$ cat config.mk
export PLATFORM = sky130hd
export DESIGN_NAME = calc_rhythm_phase_mb
export DESIGN_NICKNAME = d
export VERILOG_FILES = /design/src/rtl/opl3_pkg.sv /design/src/rtl/calc_rhythm_phase_mb_lfsr.sv /design/src/rtl/pipeline_sr.sv /design/src/rtl/calc_rhythm_phase_mb.sv
export SDC_FILE = /design/constraint.sdc
export NUM_CORES = 1
export LEC_CHECK = 0
export CAP_MARGIN = 20
export CORE_ASPECT_RATIO = 1.2
export CORE_MARGIN = 2
export CORE_UTILIZATION = 41
export CTS_BUF_LIST = sky130_fd_sc_hd__clkbuf_8 sky130_fd_sc_hd__clkbuf_16
export CTS_CLUSTER_DIAMETER = 60
export CTS_CLUSTER_SIZE = 14
export DETAILED_ROUTE_END_ITERATION = 8
export HOLD_SLACK_MARGIN = 0.06
export PLACE_DENSITY_LB_ADDON = 0.05
export SLEW_MARGIN = 20
export SYNTH_ARGS = -nofsm -noshare
export SYNTH_HDL_FRONTEND = slang
export SYNTH_SLANG_ARGS = --single-unit
export TNS_END_PERCENT = 1
$ cat constraint.sdc
create_clock -name clk -period 3.6 [get_ports clk]
set_input_delay 0.36 -clock clk [delete_from_list [all_inputs] [get_ports clk]]
set_output_delay 0.36 -clock clk [all_outputs]
set_load 0.1 [all_outputs]
$ cat src/rtl/opl3_pkg.sv
// opl3_pkg: OPL3 pipeline widths, operator slot types and the rhythm mixing helper.
package opl3_pkg;

  localparam int PHASE_FINAL_WIDTH = 10;
  // Two bits leave room for up to four banks and for out-of-range bank numbers.
  localparam int BANK_NUM_WIDTH = 2;
  localparam int OP_NUM_WIDTH = 5;
  localparam int unsigned DEFAULT_RHYTHM_POLY = 32'h800302;

  typedef enum logic [2:0] {
    OP_NORMAL,
    OP_BASS_DRUM,
    OP_HI_HAT,
    OP_TOM_TOM,
    OP_SNARE_DRUM,
    OP_TOP_CYMBAL
  } operator_t;

  // Shared hi-hat / top-cymbal mixing term built from phase bit pairs of both friends.
  function automatic logic rhythm_mix(input logic [PHASE_FINAL_WIDTH-1:0] hh,
                                      input logic [PHASE_FINAL_WIDTH-1:0] tc);
    return (hh[2] ^ hh[7]) | (hh[3] ^ tc[5]) | (tc[3] ^ tc[5]);
  endfunction

endpackage

$ cat src/rtl/calc_rhythm_phase_mb_lfsr.sv
// rhythm_noise_lfsr: Galois noise LFSR for rhythm slots; a zero seed is promoted to 1 to avoid lock-up.
module rhythm_noise_lfsr
  import opl3_pkg::*;
#(
  parameter int unsigned POLY  = DEFAULT_RHYTHM_POLY,
  parameter int          WIDTH = $clog2(POLY),
  parameter int unsigned SEED  = 1
) (
  input  logic             clk,
  input  logic             reset,
  input  logic             step,
  input  logic             load,
  output logic [WIDTH-1:0] state
);

  localparam logic [WIDTH-1:0] POLY_W = WIDTH'(POLY);
  localparam logic [WIDTH-1:0] SEED_W = (WIDTH'(SEED) == '0) ? WIDTH'(1) : WIDTH'(SEED);

  logic [WIDTH-1:0] state_reg;
  logic [WIDTH-1:0] state_next;

  // Load wins over a coincident step.
  always_comb begin
    state_next = state_reg;
    if (load) begin
      state_next = SEED_W;
    end else if (step) begin
      state_next = state_reg[0] ? ((state_reg ^ POLY_W) >> 1) : (state_reg >> 1);
    end
  end

  always_ff @(posedge clk or posedge reset) begin
    if (reset) begin
      state_reg <= SEED_W;
    end else begin
      state_reg <= state_next;
    end
  end

  assign state = state_reg;

endmodule

$ cat src/rtl/pipeline_sr.sv
// pipeline_sr: DEPTH-stage register delay line with asynchronous reset to RESET_VAL.
module pipeline_sr #(
  parameter int               WIDTH     = 1,
  parameter int               DEPTH     = 1,
  parameter logic [WIDTH-1:0] RESET_VAL = '0
) (
  input  logic             clk,
  input  logic             reset,
  input  logic [WIDTH-1:0] din,
  output logic [WIDTH-1:0] dout
);

  logic [WIDTH-1:0] stage [DEPTH+1];

  assign stage[0] = din;

  genvar gi;
  for (gi = 0; gi < DEPTH; gi++) begin : gen_stage
    logic [WIDTH-1:0] stage_reg;

    always_ff @(posedge clk or posedge reset) begin
      if (reset) begin
        stage_reg <= RESET_VAL;
      end else begin
        stage_reg <= stage[gi];
      end
    end

    assign stage[gi+1] = stage_reg;
  end

  assign dout = stage[DEPTH];

endmodule

$ cat src/rtl/calc_rhythm_phase_mb.sv
// calc_rhythm_phase_mb: multi-bank OPL3 rhythm phase transform between the phase generator (p2)
// and the sine/envelope stage (p3). Hi-hat, snare and top-cymbal slots are rewritten; others pass.
module calc_rhythm_phase_mb
  import opl3_pkg::*;
#(
  parameter int          NUM_BANKS   = 2,
  parameter int unsigned LFSR_POLY   = DEFAULT_RHYTHM_POLY,
  parameter int          LFSR_WIDTH  = $clog2(LFSR_POLY),
  parameter int unsigned LFSR_SEED   = 1,
  parameter bit          SHARED_LFSR = 1'b1,
  parameter int          HH_OP       = 13,
  parameter int          TC_OP       = 17
) (
  input  logic                         clk,
  input  logic                         reset,
  input  logic                         sample_clk_en,
  input  logic [BANK_NUM_WIDTH-1:0]    bank_num,
  input  logic [OP_NUM_WIDTH-1:0]      op_num,
  input  operator_t                    op_type_p0,
  input  logic [PHASE_FINAL_WIDTH-1:0] phase_p2,
  input  logic [NUM_BANKS-1:0]         rhythm_en,
  input  logic                         seed_load,
  output logic [PHASE_FINAL_WIDTH-1:0] rhythm_phase_p3,
  output logic                         noise_bit_p3
);

  localparam int NUM_LFSR   = SHARED_LFSR ? 1 : NUM_BANKS;
  localparam int TYPE_WIDTH = $bits(operator_t);
  localparam int CTRL_WIDTH = 1 + BANK_NUM_WIDTH + OP_NUM_WIDTH + TYPE_WIDTH;
  localparam logic [BANK_NUM_WIDTH:0] NUM_BANKS_W = (BANK_NUM_WIDTH + 1)'(NUM_BANKS);

  genvar gi;

  logic [CTRL_WIDTH-1:0]        ctrl_p0;
  logic [CTRL_WIDTH-1:0]        ctrl_p2;
  logic                         sample_clk_en_p2;
  logic [BANK_NUM_WIDTH-1:0]    bank_num_p2;
  logic [OP_NUM_WIDTH-1:0]      op_num_p2;
  logic [TYPE_WIDTH-1:0]        op_type_bits_p2;
  operator_t                    op_type_p2;
  logic                         bank_valid_p2;

  // Slot control rides two register stages to line up with phase_p2; a reset pipeline reads as OP_NORMAL.
  assign ctrl_p0 = {sample_clk_en, bank_num, op_num, op_type_p0};

  pipeline_sr #(
    .WIDTH(CTRL_WIDTH),
    .DEPTH(2)
  ) u_ctrl_sr (
    .clk  (clk),
    .reset(reset),
    .din  (ctrl_p0),
    .dout (ctrl_p2)
  );

  assign {sample_clk_en_p2, bank_num_p2, op_num_p2, op_type_bits_p2} = ctrl_p2;
  assign op_type_p2    = operator_t'(op_type_bits_p2);
  assign bank_valid_p2 = ({1'b0, bank_num_p2} < NUM_BANKS_W);

  logic [NUM_LFSR-1:0] lfsr_step;
  logic [NUM_LFSR-1:0] lfsr_bit0;

  for (gi = 0; gi < NUM_LFSR; gi++) begin : gen_lfsr
    logic [LFSR_WIDTH-1:0] state;
    logic                  unused_state_hi;

    if (SHARED_LFSR) begin : g_shared
      assign lfsr_step[gi] = sample_clk_en && (bank_num == '0) && (op_num == '0);
    end else begin : g_per_bank
      assign lfsr_step[gi] = sample_clk_en && (op_num == '0) &&
                             ({1'b0, bank_num} == (BANK_NUM_WIDTH + 1)'(gi));
    end

    rhythm_noise_lfsr #(
      .POLY (LFSR_POLY),
      .WIDTH(LFSR_WIDTH),
      .SEED (LFSR_SEED)
    ) u_lfsr (
      .clk  (clk),
      .reset(reset),
      .step (lfsr_step[gi]),
      .load (seed_load),
      .state(state)
    );

    assign lfsr_bit0[gi]   = state[0];
    assign unused_state_hi = ^state[LFSR_WIDTH-1:1];
  end

  logic [NUM_BANKS-1:0][PHASE_FINAL_WIDTH-1:0] hh_friend_flat;
  logic [NUM_BANKS-1:0][PHASE_FINAL_WIDTH-1:0] tc_friend_flat;

  // Friends are captured whether or not rhythm mode is on, so enabling it later sees fresh phases.
  for (gi = 0; gi < NUM_BANKS; gi++) begin : gen_friend
    logic [PHASE_FINAL_WIDTH-1:0] hh_friend_reg;
    logic [PHASE_FINAL_WIDTH-1:0] tc_friend_reg;
    logic                         bank_hit;

    assign bank_hit = sample_clk_en_p2 && ({1'b0, bank_num_p2} == (BANK_NUM_WIDTH + 1)'(gi));

    always_ff @(posedge clk or posedge reset) begin
      if (reset) begin
        hh_friend_reg <= '0;
        tc_friend_reg <= '0;
      end else begin
        if (bank_hit && (op_num_p2 == OP_NUM_WIDTH'(HH_OP))) begin
          hh_friend_reg <= phase_p2;
        end
        if (bank_hit && (op_num_p2 == OP_NUM_WIDTH'(TC_OP))) begin
          tc_friend_reg <= phase_p2;
        end
      end
    end

    assign hh_friend_flat[gi] = hh_friend_reg;
    assign tc_friend_flat[gi] = tc_friend_reg;
  end

  logic [PHASE_FINAL_WIDTH-1:0] hh_sel;
  logic [PHASE_FINAL_WIDTH-1:0] tc_sel;
  logic                         bank_rhythm;
  logic                         r_bit;

  always_comb begin
    hh_sel      = '0;
    tc_sel      = '0;
    bank_rhythm = 1'b0;
    r_bit       = 1'b0;
    for (int i = 0; i < NUM_BANKS; i++) begin
      if ({1'b0, bank_num_p2} == (BANK_NUM_WIDTH + 1)'(i)) begin
        hh_sel      = hh_friend_flat[i];
        tc_sel      = tc_friend_flat[i];
        bank_rhythm = rhythm_en[i];
      end
    end
    if (bank_valid_p2) begin
      if (SHARED_LFSR) begin
        r_bit = lfsr_bit0[0];
      end else begin
        for (int i = 0; i < NUM_LFSR; i++) begin
          if ({1'b0, bank_num_p2} == (BANK_NUM_WIDTH + 1)'(i)) begin
            r_bit = lfsr_bit0[i];
          end
        end
      end
    end
  end

  logic [PHASE_FINAL_WIDTH-1:0] hh_val;
  logic [PHASE_FINAL_WIDTH-1:0] tc_val;
  logic                         rm;
  logic [PHASE_FINAL_WIDTH-1:0] phase_next;

  always_comb begin
    hh_val     = (op_type_p2 == OP_HI_HAT) ? phase_p2 : hh_sel;
    tc_val     = (op_type_p2 == OP_TOP_CYMBAL) ? phase_p2 : tc_sel;
    rm         = rhythm_mix(hh_val, tc_val);
    phase_next = phase_p2;
    if (bank_rhythm) begin
      case (op_type_p2)
        OP_HI_HAT:     phase_next = {rm, 9'd0} | ((rm ^ r_bit) ? 10'h0d0 : 10'h034);
        OP_SNARE_DRUM: phase_next = {hh_val[8], hh_val[8] ^ r_bit, 8'h00};
        OP_TOP_CYMBAL: phase_next = {rm, 9'h080};
        default:       phase_next = phase_p2;
      endcase
    end
  end

  always_ff @(posedge clk or posedge reset) begin
    if (reset) begin
      rhythm_phase_p3 <= '0;
      noise_bit_p3    <= 1'b0;
    end else begin
      rhythm_phase_p3 <= phase_next;
      noise_bit_p3    <= r_bit;
    end
  end

endmodule

==> impl_metrics.yaml, run 1 <==
# implementation run metrics
floorplan:
  placeableCoreArea_sq_um: 6446
  floorplan.die_area_sq_um: 7378
  floorplan.core_util_pct: 42.64
  num_io_pins: 37
power:
  max-vdd-ir-drop_mv: 0.4004
  power.combinational.fraction_pct: 12.2
  total_power_mw: 1.717
  powerComb_mw: 0.209
  internal_power_mw: 1.284
  swShare_pct: 25.18
  power_sequential_mw: 0.818
  power_density_nw_per_um2: 502.0
  power.leakage_nw: 1.617
  seq_power_share_pct: 47.7
  power.net_switching_mw: 0.4322
  power_frac_clock_pct: 40.2
setup_path:
  endpoint_kind: "output port"
  worst-path-stages: 1
  cpMaxStageDelayCell: "sky130_fd_sc_hd__clkdlybuf4s50_1"
  worst_path_dominant_cell_family: "buffers and inverters"
  r2r_start: "u_ctrl_sr.dout[8]"
  timing.critical_path.required_ps: 3240
  critPathCapture: "rhythm_phase_p3[7]"
  startpoint: "rhythm_phase_p3[7]"
  worstRegToRegCells: 6
  critical_path_arrival_ps: 1780
  r2r-end: "rhythm_phase_p3[2]"
  timing_worst_setup_path_type: "reg -> out"
  critical_path.cell_chain: "clkdlybuf4s50_1"
  rrSetupSlack_ps: 1480
layout:
  layout_top_cell: "sky130_fd_sc_hd__dfrtp_1"
  largest_reg_flops: 23
  filler_cell_count: 551
  stdcell_area_sq_um: 3420
  area.growth.synth_to_final_pct: 24.40
  layout-drive-gt1-share_pct: 15.53
  diodes: 0
  finish.net_count: 285
  layout.cells.most_common_list: "sky130_fd_sc_hd__dfrtp_1 (67), sky130_fd_sc_hd__clkdlybuf4s50_1 (36), sky130_fd_sc_hd__nor2_1 (32)"
  layout.area.seq_sq_um: 1703
global_route:
  initial_antenna_violation_count: 0
  grt_pass1_vias: 1742
  grt_start_max_net_pins: 38
final_timing:
  worst_clock_skew_ps: 9.328
  maxClockFrequency_ghz: 0.4666
  min_period_over_period_pct: 59.53
  worst-slew-pin-transition_ps: 969.1
  grt_setup_unrepaired: "false"
  timing_max_transition_violations_final: 0
  setup-tns-final_ps: 0
  final-setup-viol-count: 0
  finalHoldViolations: 0
  slew_headroom_pct: 35.19
routing:
  viasPerCell: 4.923
  route.detailed.wl_per_inst_microns: 14.38
  detail-route-antenna-nets: 0
  initialDrtViolationCount: 80
  post-route-drc-count: 0
logic_synthesis:
  synth_flops: 68
  synth.comb.largest_family: "multiplexers"
  ys_sh_adder_pct: 0
  synthesis.yosys.warnings: 0
  yosys.stat.seqShare_pct: 61.95
  synthSimpleGateAreaFrac_pct: 12.79
  ys_area_sq_um: 2749
  synth_cell_type_count: 46
  top_cells_by_area: "sky130_fd_sc_hd__dfrtp_1 (61%), sky130_fd_sc_hd__mux2i_1 (9.1%), sky130_fd_sc_hd__mux2_2 (4.9%)"
  ys_cells: 216
  postSynthNetCount: 242
  post-synth-top-area-fraction_pct: 60.99
  synthArstFlopShare_pct: 100.0
  yosys_most_used_dff: "sky130_fd_sc_hd__dfrtp_1"
  ys_sh_mux_pct: 14.02
  edf_count: 0
  post_synth_inst_count: 216
  post_synth_instance_area_sq_um: 2749
  synth.largest_area_cell: "sky130_fd_sc_hd__dfrtp_1"
job:
  maxCapViolations: 0
worst_hold_path:
  hold_removal_path_class: "reg -> reg"
  min_from: "u_ctrl_sr.gen_stage[0].stage_reg[5]"
clocking:
  cts-hold-fix-buffers: 0
  cts_tree: "done"
  post_cts_resized: 0
  ctsLongestPathBuffers: 2
  cts_root_buffer: "sky130_fd_sc_hd__clkbuf_8"
outcome:
  status: "complete, no violations"
placed_design:
  detailedPlacementHpwl_microns: 3496
==> run 1: metal layers <==
metal,vias to the layer above,part of all wire [%],global-route usage (%)
li1,844,-,-
met5,-,0,0
met4,0,1.8,6.140
met3,8,4.0,4.615
met2,35,49,23.79
met1,831,46,19.19
==> run 1: Yosys cell counts, types with 3 or more instances <==
cell type                 number
sky130_fd_sc_hd__dfrtp_1      67
sky130_fd_sc_hd__xnor2_1       6
sky130_fd_sc_hd__nor2_1       32
sky130_fd_sc_hd__mux2i_1      25
sky130_fd_sc_hd__o21ai_1       4
sky130_fd_sc_hd__nand2_1      12
sky130_fd_sc_hd__mux2_2       12
sky130_fd_sc_hd__a21oi_1       4
sky130_fd_sc_hd__xor2_1        3
sky130_fd_sc_hd__and2_1        4
==> run 1: stage by stage <==
step / hold WS, ps / setup WS, ps / std cells / util (%)
floorplan: 331.2 / 1530 / 216 / -
global placement: 333.6 / 1567 / 333 / 49.55
detailed placement: 334.7 / 1498 / 333 / 49.55
CTS: 346.5 / 1427 / 349 / 53.05
global route: 357.1 / 1293 / 349 / 53.05
finish: 345.0 / 1457 / 349 / 53.05
==> run 1: area by class of cell <==
class	instances	area share, %
flip-flops and latches	68	49.80
multi-input cells	139	29.09
repair buffers	39	11.20
clock buffers	10	4.025
well taps	85	3.110
clock inverters	6	2.561
inverters	2	0.2195
==> run 1: logic make-up after synthesis <==
kind of cell | after synthesis
DFF | 68
xor gates and xnor gates | 9
AOI/OAI and AO/OA | 25
and+or+nand+nor | 68
muxes | 37
buffers and inverters | 9
### I/O pins on the die edge, run 1

Pins as bars across the die edge, other pins in grey.
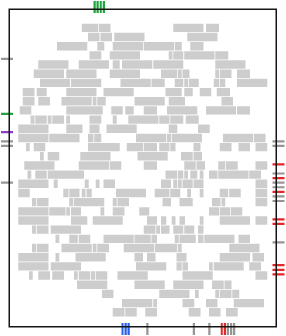
legend:
  rhythm_phase_p3:
    colour: red
    pins: 10
    direction: output
    edge: 8 right, 2 bottom
  op_type_p0:
    colour: blue
    pins: 3
    direction: input
    edge: bottom
  op_num:
    colour: green
    pins: 5
    direction: input
    edge: 4 top, 1 left
  sample_clk_en:
    colour: purple
    pins: 1
    direction: input
    edge: left
all pins by edge: 16 right, 11 bottom, 6 left, 4 top
floorplan die height: 93.70 microns
buffers added on ports: 36
horizontal die dimension: 78.75 microns

### Clock routing, run 1

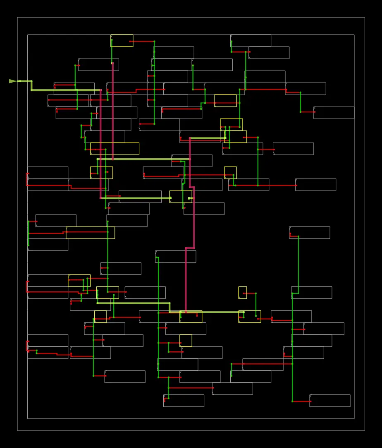
clock network latency to the later pin of the worst-skew pair: 340 ps
Clk power: 0.690 mW
clock buf count: 10
number of buffers added by the clock tree synthesis step: 9
Sink Count: 68

### Register map, names as in the netlist, run 1

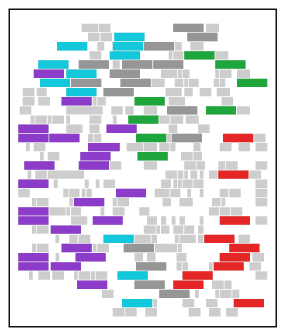
legend:
  rhythm_phase_p3:
    colour: red
    placed_flops: 10
  gen_friend.hh_friend_reg:
    colour: green
    placed_flops: 8
  gen_lfsr.u_lfsr.state:
    colour: purple
    placed_flops: 23
  u_ctrl_sr.gen_stage.stage_reg:
    colour: cyan
    placed_flops: 11

==> inputs of run 2 (changes only) <==
- clock period: 3.6 -> 2.2 ns (I/O delays scaled with it)
==> run 2 against run 1 <==
Global-route usage is 0.64 points higher. Power is 52% higher. Synthesized cell count stayed put. Die area stayed put. Via count is 2.6% higher. Combinational power is 67% higher. Count of clock-buffer cells in the layout is 1 lower. Core utilization is 0.50 points lower. Clock power is 35% higher. Largest cell class unchanged. Critical path type is now reg -> reg. Design area is 0.95% lower. Cell count is 1.1% higher.
==> impl_metrics.yaml, run 2 <==
# implementation run metrics
outcome:
  status: "complete, no violations"
logic_synthesis:
  edf_count: 0
  top_cells_by_area: "sky130_fd_sc_hd__dfrtp_1 (61%), sky130_fd_sc_hd__mux2i_1 (9.1%), sky130_fd_sc_hd__mux2_2 (4.9%)"
  synth_cell_type_count: 46
  ys_area_sq_um: 2749
  netlist_top_cells_count: "sky130_fd_sc_hd__dfrtp_1 (67), sky130_fd_sc_hd__nor2_1 (32), sky130_fd_sc_hd__mux2i_1 (25), sky130_fd_sc_hd__mux2_2 (12), sky130_fd_sc_hd__nand2_1 (12)"
  synth_flops: 68
  post-synth-top-area-fraction_pct: 60.99
  yosys.stat.seqShare_pct: 61.95
  ys_cells: 216
  syn_area_per_cell_sq_um: 12.73
  synthArstFlopShare_pct: 100.0
  post_synth_inst_count: 216
  synthesis.yosys.warnings: 0
  postSynthNetCount: 242
  yosys_most_used_dff: "sky130_fd_sc_hd__dfrtp_1"
  synth.largest_area_cell: "sky130_fd_sc_hd__dfrtp_1"
  post_synth_instance_area_sq_um: 2749
  netlist.top_cell.by_instances: "sky130_fd_sc_hd__dfrtp_1"
clocking:
  cts-buffers-inserted: 9
  clk_pin_slew_worst_paths_ps: 70
  cts_max_level: 3
  cts_tree: "done"
  ctsLongestPathBuffers: 2
  post-cts-setup-buffers: 0
  cts.sinks: 68
  post_cts_resized: 0
  cts-hold-fix-buffers: 0
  cts_root_buffer: "sky130_fd_sc_hd__clkbuf_8"
placed_design:
  place_worst_setup_slack_ps: 185.8
  post-place-cells: 337
  numPortBuffers: 36
  detailedPlacementHpwl_microns: 3565
  detailed_place.area_sq_um: 3209
  gpl.final_weighted_congestion: 0.8412
setup_path:
  worst-path-stages: 6
  cp_max_fo: 8
  worst-path-buf-inv: 0
  cpMaxStageDelayCell: "sky130_fd_sc_hd__dfrtp_1"
  timing_worst_setup_path_type: "reg -> reg"
  endpoint_kind: "flip-flop"
  timing.critical_path.required_ps: 2410
  critical-path-max-stage-delay_ps: 550
  worstRegToRegCells: 6
  worst_path_dominant_cell_family: "AND-OR/OR-AND gates"
  startpoint_type: "flip-flop"
  critical_path_arrival_ps: 2250
  critical_path.cell_chain: "mux2i_1, nor3_2, o31a_1, o32a_2, xnor2_1, o21ai_1"
final_timing:
  maxClockFrequency_ghz: 0.4896
  grt_setup_unrepaired: "false"
  final-setup-viol-count: 0
  final_layout_worst_hold_slack_ps: 258.5
  finalHoldViolations: 0
  slew_headroom_pct: 63.29
  timing.final.ws_setup_ps: 157.4
  timing_max_transition_violations_final: 0
  finalWorstPathRequiredPeriod_ps: 2043
  worst-slew-pin-transition_ps: 549.8
  setup-tns-final_ps: 0
  min_period_over_period_pct: 92.85
power:
  swShare_pct: 25.86
  total_power_mw: 2.616
  power.combinational.fraction_pct: 13.3
  seq_power_share_pct: 51.1
  internal_power_mw: 1.939
  power.net_switching_mw: 0.6764
  max-vdd-ir-drop_mv: 0.3468
  power.leakage_nw: 1.657
  power_frac_clock_pct: 35.6
  powerComb_mw: 0.348
  power_density_nw_per_um2: 772.3
  power_leader: "registers"
routing:
  first_pass_iters: 4
  post-route-drc-count: 0
  dr_total_vias: 1762
  viasPerCell: 4.992
  detail-route-antenna-nets: 0
  initialDrtViolationCount: 49
  wire_length_reported_by_the_detailed_router_microns: 5097
  route.detailed.wl_per_inst_microns: 14.44
job:
  tool_warnings: 26
  maxCapViolations: 0
layout:
  layout-drive-gt1-share_pct: 19.03
  finish.net_count: 289
  stdcell_area_sq_um: 3387
  area.growth.synth_to_final_pct: 23.21
  layout_top_cell: "sky130_fd_sc_hd__dfrtp_1"
  post_layout_nonfiller_instances: 353
  largest_reg_flops: 23
  diodes: 0
  layout.cells.most_common_list: "sky130_fd_sc_hd__dfrtp_1 (67), sky130_fd_sc_hd__nor2_1 (32), sky130_fd_sc_hd__mux2i_1 (25), sky130_fd_sc_hd__clkdlybuf4s50_1 (25), sky130_fd_sc_hd__buf_4 (17)"
global_route:
  global_route.usage.total_pct: 15.65
  grt_start_max_net_pins: 32
  met3_usage_pct: 5.481
  grt.met1_usage_pct: 18.31
  global_route_wire_length_before_repair_microns: 8776
  initial_antenna_violation_count: 0
  grt_use_met2_pct: 25.85
  grt_pass1_vias: 1885
  global_route.peak_usage_layer: "met2"
  grt_overflow_total: 0
floorplan:
  die_x_microns: 78.75
  num_io_pins: 37
  die-height_microns: 93.70
  fp-row-count: 32
  placeableCoreArea_sq_um: 6446
  floorplan.die_area_sq_um: 7378
  floorplan.core_util_pct: 42.64
worst_hold_path:
  hold_removal_path_class: "in -> async"
run 2: cell count changes in the layout (fill, tap and decap cells not counted), sizes merged:
| cell | delta |
|---|---|
| clkbuf | -1 |
| inv | +5 |
| buf | +15 |
| clkinvlp | -3 |
| bufinv | -1 |
| clkdlybuf4s50 | -11 |
run 2: area by class of cell:
| cell class | instances | area, sq um |
|---|---|---|
| inverters | 2 | 7.507 |
| multi-input cells | 139 | 994.7 |
| well taps | 85 | 106.4 |
| repair buffers | 43 | 397.9 |
| clock buffers | 9 | 123.9 |
| flip-flops and latches | 68 | 1703 |
| fillers | 592 | 3059 |
| clock inverters | 7 | 53.80 |
run 2: kinds of logic (layout without fill, tap and decap cells):
kind of cell              Yosys count  count (layout)  share of synthesized area (%)
DFF                                68              68                          61.95
xor gates and xnor gates            9               9                          2.868
and+or+nand+nor                    68              68                          12.79
muxes                              37              37                          14.02
AOI/OAI and AO/OA                  25              25                          6.509
buffers and inverters               9              61                          1.866
run 2: routing by layer:
| layer | up-vias | share of wire (%) |
|---|---|---|
| met1 | 863 | 43 |
| met5 | - | 0 |
| met2 | 46 | 51 |
| met3 | 8 | 4.5 |
| met4 | 0 | 2.1 |
| li1 | 845 | - |
run 2: path summary, 6_finish.rpt:
kind	from	end	slack, ps
max	u_ctrl_sr.dout[8]	rhythm_phase_p3[6]	160
min	reset	gen_lfsr[0].u_lfsr.state[13]	260
max reg2reg	u_ctrl_sr.dout[8]	rhythm_phase_p3[6]	160
min reg2reg	u_ctrl_sr.gen_stage[0].stage_reg[7]	u_ctrl_sr.dout[7]	350
max in group asynchronous	reset	gen_lfsr[0].u_lfsr.state[4]	1360
min in group clk	op_type_p0[0]	u_ctrl_sr.gen_stage[0].stage_reg[0]	340
### Register map, names as in the netlist, run 2

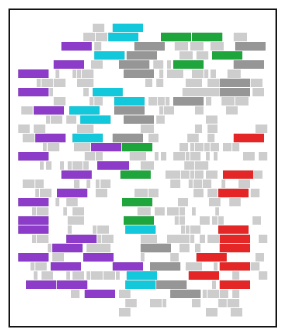
Seq. cell area: 1703 sq um
final core occ: 52.54%
power in sequential cells: 1.34 mW
fraction of area in registers: 50.28%

### Clock routing, run 2

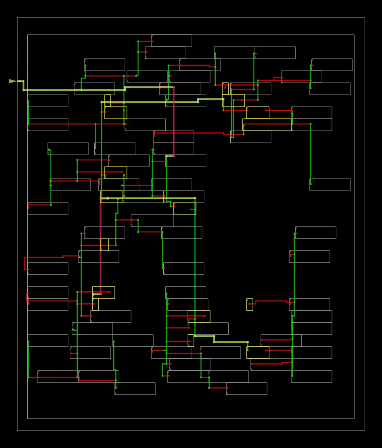
Clk power: 0.930 mW
number of sequential storage elements: 68
setup clock skew after layout: 5.712 ps
clock buf count: 9
clock network latency to the later pin of the worst-skew pair: 330 ps

No activity file was given, so power comes from the tool's default toggle rates.
